File: src/rtl/kpn_pkg.sv
// Shared definitions for the KPN process graph: token/operand widths and the
// default channel depth, so producers, channels and consumers agree on sizes.
package kpn_pkg;

    localparam int KPN_OPERAND_W  = 16;
    localparam int KPN_TOKEN_W    = 32;
    localparam int KPN_CHAN_DEPTH = 8;

    typedef logic [KPN_TOKEN_W-1:0]   kpn_token_t;
    typedef logic [KPN_OPERAND_W-1:0] kpn_operand_t;

endpackage

File: src/rtl/kpn_channel_fifo_if.sv
// Producer/consumer signal bundle of one KPN channel; the FIFO takes the slave
// side, whoever drives the strobes takes the master side.
interface kpn_channel_fifo_if #(
    parameter int DATA_WIDTH = 32,
    parameter int ADDR_WIDTH = 3
);

    // Strobe semantics: wr/rd are level strobes sampled at each rising edge.
    // A write counts only when !full (or a read is accepted in the same
    // cycle); a read counts only when !empty. Rejected strobes set the sticky
    // overflow/underflow flags. An accepted read returns its token on data_out
    // one cycle later, marked by a single-cycle data_valid pulse.
    logic                  wr;
    logic [DATA_WIDTH-1:0] data_in;
    logic                  full;
    logic                  rd;
    logic [DATA_WIDTH-1:0] data_out;
    logic                  data_valid;
    logic                  empty;
    logic [ADDR_WIDTH:0]   count;
    logic                  overflow;
    logic                  underflow;

    modport slave (
        input  wr, data_in, rd,
        output full, data_out, data_valid, empty, count, overflow, underflow
    );

    modport master (
        output wr, data_in, rd,
        input  full, data_out, data_valid, empty, count, overflow, underflow
    );

endinterface

File: src/rtl/kpn_fifo_mem.sv
// Token storage for the channel: one synchronous write port and one
// synchronous read port whose output register holds until the next read.
module kpn_fifo_mem #(
    parameter int DATA_WIDTH = 32,
    parameter int DEPTH      = 8,
    parameter int ADDR_WIDTH = 3
) (
    input  logic                  clk,
    input  logic                  rst_n,
    input  logic                  we,
    input  logic [ADDR_WIDTH-1:0] waddr,
    input  logic [DATA_WIDTH-1:0] wdata,
    input  logic                  re,
    input  logic [ADDR_WIDTH-1:0] raddr,
    output logic [DATA_WIDTH-1:0] rdata
);

    logic [DATA_WIDTH-1:0] mem [DEPTH];

    // The array itself is never reset; only the read register is.
    always_ff @(posedge clk) begin
        if (we) begin
            mem[waddr] <= wdata;
        end
    end

    // Read-before-write on a shared address, so a full-channel read+write
    // returns the oldest token while the new one replaces it.
    always_ff @(posedge clk or negedge rst_n) begin
        if (!rst_n) begin
            rdata <= '0;
        end else if (re) begin
            rdata <= mem[raddr];
        end
    end

endmodule

File: src/rtl/kpn_channel_fifo.sv
// Blocking FIFO channel between KPN processes: pointer, occupancy, flag and
// handshake logic around a kpn_fifo_mem storage array.
module kpn_channel_fifo
    import kpn_pkg::*;
#(
    parameter int DATA_WIDTH = KPN_TOKEN_W,
    parameter int DEPTH      = KPN_CHAN_DEPTH,
    parameter int ADDR_WIDTH = $clog2(DEPTH)
) (
    input  logic                clk,
    input  logic                reset_n,
    kpn_channel_fifo_if.slave   ch
);

    localparam logic [ADDR_WIDTH:0]   COUNT_FULL = (ADDR_WIDTH+1)'(DEPTH);
    localparam logic [ADDR_WIDTH:0]   COUNT_ONE  = (ADDR_WIDTH+1)'(1);
    localparam logic [ADDR_WIDTH-1:0] PTR_ONE    = ADDR_WIDTH'(1);

    logic [ADDR_WIDTH-1:0] wr_ptr;
    logic [ADDR_WIDTH-1:0] rd_ptr;
    logic [ADDR_WIDTH:0]   count_q;
    logic [ADDR_WIDTH:0]   count_d;
    logic                  full_q;
    logic                  empty_q;
    logic                  valid_q;
    logic                  overflow_q;
    logic                  underflow_q;
    logic                  wr_acc;
    logic                  rd_acc;

    // A read frees a slot in the same cycle, so a full channel still takes a
    // write when it is also being read.
    always_comb begin
        rd_acc  = ch.rd & ~empty_q;
        wr_acc  = ch.wr & (~full_q | rd_acc);
        count_d = count_q;
        case ({wr_acc, rd_acc})
            2'b10:   count_d = count_q + COUNT_ONE;
            2'b01:   count_d = count_q - COUNT_ONE;
            default: count_d = count_q;
        endcase
    end

    // Flags come from the next occupancy so they are registered and free of
    // the pointer-equality full/empty ambiguity.
    always_ff @(posedge clk or negedge reset_n) begin
        if (!reset_n) begin
            wr_ptr      <= '0;
            rd_ptr      <= '0;
            count_q     <= '0;
            full_q      <= 1'b0;
            empty_q     <= 1'b1;
            valid_q     <= 1'b0;
            overflow_q  <= 1'b0;
            underflow_q <= 1'b0;
        end else begin
            if (wr_acc) begin
                wr_ptr <= wr_ptr + PTR_ONE;
            end
            if (rd_acc) begin
                rd_ptr <= rd_ptr + PTR_ONE;
            end
            count_q     <= count_d;
            full_q      <= (count_d == COUNT_FULL);
            empty_q     <= (count_d == '0);
            valid_q     <= rd_acc;
            overflow_q  <= overflow_q  | (ch.wr & ~wr_acc);
            underflow_q <= underflow_q | (ch.rd & ~rd_acc);
        end
    end

    kpn_fifo_mem #(
        .DATA_WIDTH (DATA_WIDTH),
        .DEPTH      (DEPTH),
        .ADDR_WIDTH (ADDR_WIDTH)
    ) u_mem (
        .clk   (clk),
        .rst_n (reset_n),
        .we    (wr_acc),
        .waddr (wr_ptr),
        .wdata (ch.data_in),
        .re    (rd_acc),
        .raddr (rd_ptr),
        .rdata (ch.data_out)
    );

    assign ch.full       = full_q;
    assign ch.empty      = empty_q;
    assign ch.count      = count_q;
    assign ch.data_valid = valid_q;
    assign ch.overflow   = overflow_q;
    assign ch.underflow  = underflow_q;

endmodule

File: src/flat_wrapper.sv
// flat-port wrapper written by rule: the top's interface ports become plain ports
module kpn_channel_fifo_flat import kpn_pkg::*;
#(
    parameter int DATA_WIDTH = KPN_TOKEN_W,
    parameter int DEPTH      = KPN_CHAN_DEPTH,
    parameter int ADDR_WIDTH = $clog2(DEPTH)
)
  (clk, reset_n, ch_wr, ch_data_in, ch_rd, ch_full, ch_data_out, ch_data_valid, ch_empty, ch_count, ch_overflow, ch_underflow);
  kpn_channel_fifo_if #(.DATA_WIDTH(DATA_WIDTH), .ADDR_WIDTH(ADDR_WIDTH)) ch_i ();
  input  logic clk;
  input  logic reset_n;
  input wire logic [$bits(ch_i.wr)-1:0] ch_wr;
  input wire logic [$bits(ch_i.data_in)-1:0] ch_data_in;
  input wire logic [$bits(ch_i.rd)-1:0] ch_rd;
  output wire logic [$bits(ch_i.full)-1:0] ch_full;
  output wire logic [$bits(ch_i.data_out)-1:0] ch_data_out;
  output wire logic [$bits(ch_i.data_valid)-1:0] ch_data_valid;
  output wire logic [$bits(ch_i.empty)-1:0] ch_empty;
  output wire logic [$bits(ch_i.count)-1:0] ch_count;
  output wire logic [$bits(ch_i.overflow)-1:0] ch_overflow;
  output wire logic [$bits(ch_i.underflow)-1:0] ch_underflow;
  assign ch_i.wr = ch_wr;
  assign ch_i.data_in = ch_data_in;
  assign ch_i.rd = ch_rd;
  assign ch_full = ch_i.full;
  assign ch_data_out = ch_i.data_out;
  assign ch_data_valid = ch_i.data_valid;
  assign ch_empty = ch_i.empty;
  assign ch_count = ch_i.count;
  assign ch_overflow = ch_i.overflow;
  assign ch_underflow = ch_i.underflow;
  kpn_channel_fifo #(.DATA_WIDTH(DATA_WIDTH), .DEPTH(DEPTH), .ADDR_WIDTH(ADDR_WIDTH)) u_core (.clk(clk), .reset_n(reset_n), .ch(ch_i));
endmodule
File: config.mk
export PLATFORM = sky130hd
export DESIGN_NAME = kpn_channel_fifo_flat
export DESIGN_NICKNAME = d
export VERILOG_FILES = /design/src/rtl/kpn_pkg.sv /design/src/rtl/kpn_channel_fifo_if.sv /design/src/rtl/kpn_fifo_mem.sv /design/src/rtl/kpn_channel_fifo.sv /design/src/flat_wrapper.sv
export SDC_FILE = /design/constraint.sdc
export NUM_CORES = 1
export LEC_CHECK = 0
export CORE_MARGIN = 4
export CORE_UTILIZATION = 45
export DETAILED_ROUTE_END_ITERATION = 16
export GPL_ROUTABILITY_DRIVEN = 1
export PLACE_DENSITY = 0.63
export SYNTH_ARGS = -nofsm -noshare
export SYNTH_HDL_FRONTEND = slang
export SYNTH_HIERARCHICAL = 1
export SYNTH_SLANG_ARGS = --single-unit
File: constraint.sdc
create_clock -name clk -period 10.7 [get_ports clk]
set_input_delay 2.14 -clock clk [delete_from_list [all_inputs] [get_ports clk]]
set_output_delay 2.14 -clock clk [all_outputs]
set_load 0.02 [all_outputs]
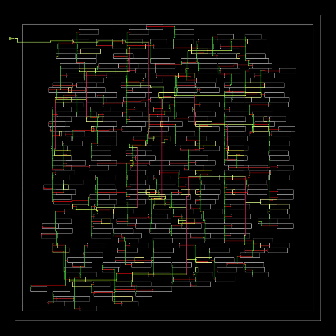
Fig. 1. Clock wiring as the flow saved it (run 1).
clock latency at the later pin of the worst-skew pair: 540 ps
number of sinks driven by the clock tree: 303
power in the clock group: 1.12 mW

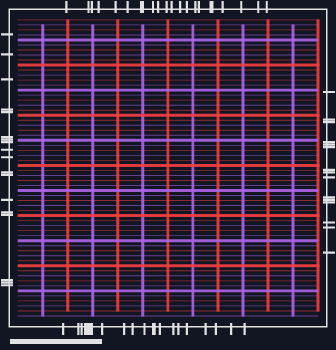
Fig. 2. Power grid (run 1).
Bar = 50 um. Pins as bars on the die edge.
VDD: drawn in red. VSS: drawn in purple.
11 straps on met5. 77 signal pins sit on the boundary.

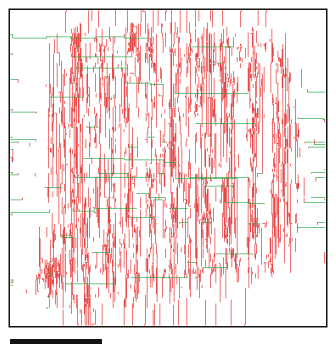
Fig. 3. Metal layers overlaid (run 1).
Bar = 50 um. Only two layers are drawn.
metal 3: drawn in green, wire length 920 um. metal 2: drawn in red, wire length 12000 um.

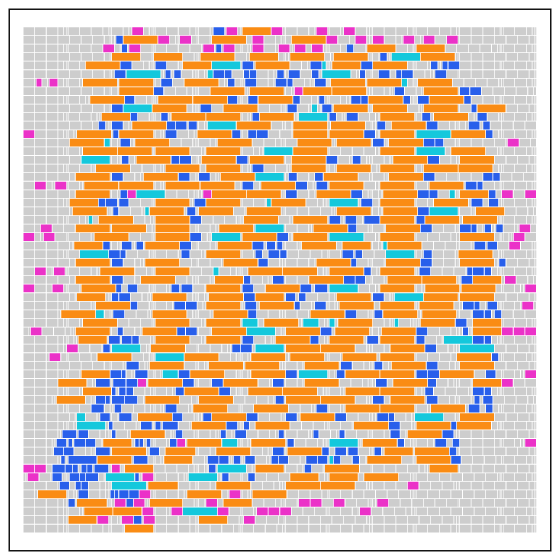
Fig. 4. Cells coloured by class (run 1).
Fill, decap, tap and diode cells in grey.
other buffers and delay cells: drawn in magenta, cells 83, share of their area 5.9%. combinational and other logic: drawn in blue, cells 349, share of their area 21%. clock drivers and dummy loads: drawn in cyan, cells 57, share of their area 8.0%. flops: drawn in orange, cells 303, share of their area 65%.

==> notes.md, run 1 <==
yosys + openroad results -> Netlist cell types=38, DRT met1 WL=9.73 mm, power density over cell area=285 nW/um^2, area leader, netlist=edfxtp_1, most frequently used flop master after synthesis=edfxtp_1, chip area=29300 sq um, final-report max-slew violation count=0, share of flip-flops with an asynchronous set or reset after synthesis=15.5%, drc violations=0, CTS H-tree depth=1, run status=finished clean, Post-Route Setup TNS=0 ps, Num CTS Buffers=31, count of vias placed by the detailed router=6145, CTS tree=yes, total power after layout=~4.0 mW, r2r setup slk=7360 ps, total number of nets in the final design=809, top-area cell type share of the netlist area=64.1%, Syn Nets=around 740, Final Hold Viols=0, standard cell with the maximum stage delay on the critical path=nor3_2, type of the setup path with the least slack=in -> reg, Placed Area=13000 sq um, chip area from the yosys synthesis statistics=12000 sq um, largest net degree at the start of global routing=a little under 70, tally of OpenROAD warnings=27, top cells by area in the synthesized netlist=edfxtp_1, dfrtp_1, mux2i_1, busiest layer in global routing=met2, # diodes=0, std cell rows=59, unrepaired setup endpoints after global routing=no, Hold Path Class=reg -> reg, leakage power summed over all cells=5.07 nW, largest fanout on the critical path=25, kind of end point of the critical path=flop, gp weighted congestion=0.702, fraction of power consumed by combinational cells=29.6%, cells traversed along the worst timing path=clkdlybuf4s50_1 -> nand2b_1 -> nand2_1 -> nand2_1 -> inv_1 -> nand2_1 -> nor3_2 -> buf_4, synthesized area divided by synthesized cell count=17.2 sq um, floorplan die height=between 150 and 200 um, met1 layer usage reported by global route=about 20%, count of instances resized after the clock tree is built=0, count of library flops with an enable pin=between 200 and 300, final worst clock skew=7.77 ps, Critical Path RT=~11000 ps, GRT met3 Usage=2.51%, group drawing the most power=registers, Syn Std Cell Area=between 10000 and 15000 sq um, met2 track demand over resource in global routing=28.6%, remaining global-route overflow=0, Placement Setup Slack=5760 ps, antenna viol nets, final=0, Largest delay share family, worst path=simple AND/OR/NAND/NOR gates, initial DRC count=326, average detailed-routed wire length per instance=20.5 um, maximum ir drop on the vdd rail=0.205 mV, top routing layer in use=met4, global-route wire length before repair=around 36 mm, cell types with the highest counts after synthesis=edfxtp_1, mux2i_1, nor2b_1, DR pass1 iterations=4, net switching power of the design=about 1.2 mW, antenna violations before repair=0, post-detail-place hpwl=12.6 mm, internal power contribution=2.76 mW, final cell area excluding filler cells=between 10000 and 15000 sq um, power attributed to combinational cells=roughly 1.2 mW, fillcell total=roughly 2100, synthesis-to-finish area growth=17.1%, buffer and inverter count on the worst path=3, sequential group share of total power=42.5%, Worst Setup Slack, final=6350 ps, average via count per standard cell=5.45, switching portion of total power=31.2%, post-layout min period=between 4000 and 5000 ps, CP most frequent cell=nand2_1, post-route clock period utilization=40.7%, total global-route track usage=15.8%, die span in x=171 um, Final Non-Filler Cells=approximately 1100, met3 WL=roughly 900 um, synthesis-stage register bit count=303, startpoint kind of the worst setup timing path=primary input, IO Count=77, most common cell in the netlist=edfxtp_1, sequential power=approximately 1.7 mW, highest cell delay on the worst timing path=610 ps, max-capacitance violation count=0, Final Routed Wirelength=roughly 23 mm, met2 wirelength from detailed routing=12.0 mm, Slew Limit Headroom=21.4%, Post-synth seq share=73.9%, Slew @ Worst Pin=1180 ps, post-layout utilization of the core=53.8%, Max Buffers Root-to-Sink=3, Syn. warnings=6, quantity of I/O buffers inserted on ports=76, initial cell density of the core=45.9%, setup violators final=0, Placed Cells=1070, cells in synth_stat.txt=697, total of hold buffers inserted after clock tree synthesis=0, Achievable Freq=around 230 MHz, number of global-route vias before repair=about 6600, share of cells above drive strength 1=10.2%, post-CTS setup buffers=0, root buffer cell=clkbuf_16, core footprint=about 26000 sq um, worst slack on hold paths=451 ps, CP arrival=4530 ps, synthesized instance count=697, relative contribution of the clock network to total power=27.8%
==> run 1: cells in the final DEF, fill, tap and decap left out, drive strengths merged, types with 13 or more instances in the layout <==
master / count
a211o: 33
clkdlybuf4s50: 75
mux2i: 96
clkbuf: 36
nor2b: 65
dfrtp: 46
a22oi: 32
edfxtp: 256
nand3: 32
clkinv: 13
a41o: 32
==> run 1: layout make-up <==
cell class / instances / area, sq um / area share, %
tap: 335 / 419 / 2.98
sequential: 303 / 8870 / 63.1
multi-input combinational: 347 / 2860 / 20.4
inverter: 2 / 7.51 / 0.0534
clock buffer: 36 / 835 / 5.94
timing repair buffer: 83 / 808 / 5.75
clock inverter: 21 / 253 / 1.80
==> run 1: path summary, 6_finish.rpt <==
path | endpoint | start | depth (start not counted)
min in group asynchronous | u_core/u_mem/rdata[30] | reset_n | 2
min | u_core/ch.underflow | u_core/ch.underflow | 1
max reg2reg | u_core/u_mem/rdata[19] | u_core/rd_ptr[0] | 5
min reg2reg | u_core/ch.underflow | u_core/ch.underflow | 1
max in group asynchronous | u_core/rd_ptr[0] | reset_n | 2
max | u_core/u_mem/mem[4][12] | ch_rd | 8
==> run 1: cell families after synthesis <==
kind of cell             synth area share [%]
AND-OR/OR-AND                            7.48
XOR/XNOR                                0.793
adder cells (fa/ha/maj)                 0.521
buffers and inverters                    2.85
flip-flops                               73.9
multiplexers                             8.20
AND/OR/NAND/NOR                          6.27
==> run 1: sequential cells by signal, indices dropped and copies added, names as in the netlist <==
register and flops:
u_core/u_mem/mem 256, u_core/wr_ptr 3, u_core/ch.underflow 1, u_core/rd_ptr 3, u_core/ch.full 1, u_core/u_mem/rdata 32, u_core/ch.data_valid 1, u_core/ch.empty 1
u_core/ch.overflow 1, u_core/ch.count 4
Fig. 5: run 1, clock network drawn from the DEF
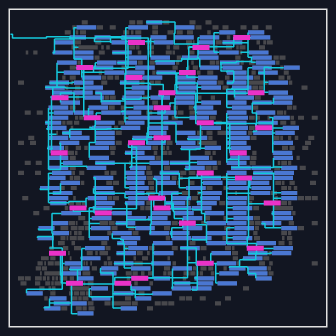

==> run 2, diff against run 1 <==
- clock period: 10.7 -> 4.3 ns (I/O delays scaled with it)
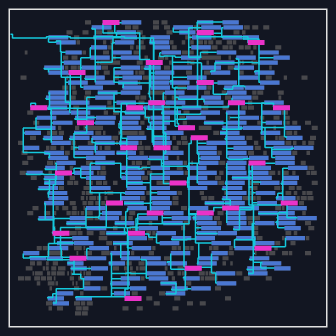
Fig. 6. Clock network drawn from the DEF (run 2).
flip-flops: drawn in blue, count 303. clock drivers: drawn in magenta, count 30. clock wires: drawn in cyan, length 3370 um.
There are 31 routed clock nets. Position of the flops: all over the die.

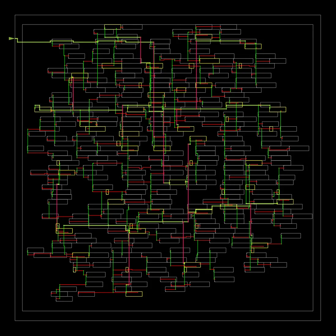
Fig. 7. Clock wiring as the flow saved it (run 2).
final worst clock skew: 7.63 ps
Num CTS Buffers: 30

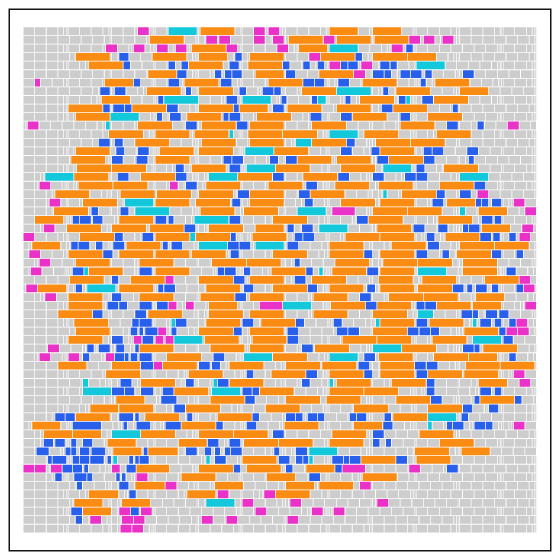
Fig. 8. Cells coloured by class (run 2).
Fill, decap, tap and diode cells in grey.
other buffers and delay cells: drawn in magenta, cells 90, share of their area 6.6%. flops: drawn in orange, cells 303, share of their area 65%. combinational and other logic: drawn in blue, cells 349, share of their area 21%. clock drivers and dummy loads: drawn in cyan, cells 56, share of their area 7.3%.

==> run 2 against run 1 <==
  * Via count grew 1.5%
  * Cell area is essentially flat
  * Clock skew is essentially flat
  * Critical path depth grew 3
  * Core utilization is essentially flat
  * Synthesized area is the same
  * Power grew 150%
  * Combinational power grew 140%
  * Flip-flop count is the same
  * First-iteration DRC count grew 38%
  * Routed wire length grew 2.4%
  * Critical path type unchanged
  * Critical endpoint is now u_core/ch.full
  * Largest power group unchanged
  * Highest routed layer unchanged
==> notes.md, run 2 <==
yosys + openroad results -> Syn. warnings=6, post-detail-place hpwl=13.6 mm, power density over cell area=701 nW/um^2, total global-route track usage=~16%, Hold Path Class=in -> async, chip area from the yosys synthesis statistics=about 12000 sq um, startpoint kind of the worst setup timing path=primary input, Placed Area=13100 sq um, largest fanout on the critical path=5, highest-count logic cell in the final layout=edfxtp_1, average via count per standard cell=5.50, cell types with the highest counts after synthesis=edfxtp_1, mux2i_1, nor2b_1, synthesized area divided by synthesized cell count=17.2 sq um, share of flip-flops with an asynchronous set or reset after synthesis=15.5%, synthesis-to-finish area growth=17.2%, final cell area excluding filler cells=14100 sq um, Syn Nets=738, chip area=between 20000 and 30000 sq um, leakage power summed over all cells=5.07 nW, Final Hold Viols=0, total of hold buffers inserted after clock tree synthesis=0, total power after layout=9.86 mW, tally of OpenROAD warnings=27, # diodes=0, met3 WL=1.20 mm, most common cell in the netlist=edfxtp_1, average detailed-routed wire length per instance=20.9 um, top-area cell type share of the netlist area=64.1%, root buffer cell=clkbuf_16, maximum ir drop on the vdd rail=about 0.43 mV, kind of end point of the critical path=flop, Netlist cell types=38, CTS H-tree depth=1, gp weighted congestion=0.738, CTS tree=yes, busiest layer in global routing=met2, global-route wire length before repair=between 30 and 40 mm, max-capacitance violation count=0, synthesis-stage register bit count=303, startpoint of the worst register-to-register path=u_core/ch.empty, met2 wirelength from detailed routing=about 12 mm, share of cells above drive strength 1=9.90%, Slew @ Worst Pin=990 ps, Worst Setup SP=ch_rd, post-layout min period=2860 ps, DRT met1 WL=between 10 and 15 mm, antenna viol nets, final=0, count of library flops with an enable pin=256, CP arrival=3290 ps, top cells by area in the synthesized netlist=edfxtp_1, dfrtp_1, mux2i_1, clock-pin transition on the worst setup and hold timing paths=~60 ps, IO Count=77, type of the setup path with the least slack=in -> reg, fillcell total=between 2000 and 2500, final-report max-slew violation count=0, Post-synth seq share=between 70% and 80%, die span in x=about 170 um, quantity of I/O buffers inserted on ports=between 70 and 80, count of vias placed by the detailed router=6237, Final Routed Wirelength=23.7 mm, number of flip-flops in the largest register=256, clock latency at the later pin of the worst-skew pair=roughly 540 ps, Worst Setup Slack, final=1440 ps, largest net degree at the start of global routing=68, top routing layer in use=met4, most frequently used flop master after synthesis=edfxtp_1, depth of the worst register-to-register path=10, run status=finished clean, crit path capture=u_core/ch.full, number of sinks driven by the clock tree=303, setup violators final=0, Achievable Freq=350 MHz, met1 layer usage reported by global route=21.7%, Slew Limit Headroom=33.8%, antenna violations before repair=0, worst r2r dst=u_core/ch.full, top logic cells by instance count in the layout=edfxtp_1, mux2i_1, clkdlybuf4s50_1, nor2b_1, dfrtp_1, cells in synth_stat.txt=697, drc violations=0, worst slack on hold paths=~340 ps, count of instances resized after the clock tree is built=0, Placement Setup Slack=around 860 ps, Critical Path RT=4730 ps, r2r setup slk=1710 ps, remaining global-route overflow=0, Syn Std Cell Area=12000 sq um
==> run 2: netlist changes by cell type in the layout (fill, tap and decap cells not counted), sizes merged <==
cell and delta:
clkinvlp -1, bufinv -2, clkbuf +10, buf +7
clkinv -8
==> run 2: cells by family (layout without fill, tap and decap cells) <==
kind of cell | Yosys count | in the layout | synth area share (%)
multiplexers | 98 | 98 | 8.20
AND/OR/NAND/NOR | 131 | 131 | 6.27
adder cells (fa/ha/maj) | 5 | 5 | 0.521
XOR/XNOR | 9 | 9 | 0.793
flip-flops | 303 | 303 | 73.9
AND-OR/OR-AND | 104 | 104 | 7.48
buffers and inverters | 47 | 148 | 2.85
==> run 2: through the flow <==
stage,util (%),std cells
2_1_floorplan,-,697
3_3_place_gp,50.0,1077
3_5_place_dp,50.0,1077
4_1_cts,53.8,1133
5_1_grt,53.8,1133
6_report,53.8,1133
==> run 2: critical path, cell delays in order <==
cell             delay (ps)
clkdlybuf4s50_1         480
nand2b_1                150
nand2_1                 100
nand2_1                 100
ha_1                    300
xor2_1                  200
ha_1                    180
a21oi_1                 210
xor3_2                  300
a31oi_1                 210
o21ba_2                 180
==> run 2: report_power, final <==
| part | switching, mW | internal [mW] | leakage [nW] |
|---|---|---|---|
| clock | 1.04 | 1.60 | 0.483 |
| combinational | 1.57 | 1.34 | 1.70 |
| sequential | 0.495 | 3.82 | 2.88 |
==> run 2: final cells by class <==
class / instances / area, sq um / area share (%)
clock buffer: 46 / 852 / 6.06
sequential: 303 / 8870 / 63.1
multi-input combinational: 347 / 2860 / 20.3
clock inverter: 10 / 150 / 1.07
inverter: 2 / 7.51 / 0.0534
timing repair buffer: 90 / 898 / 6.39
tap: 335 / 419 / 2.98
Power is estimated from default activity; no workload was simulated.
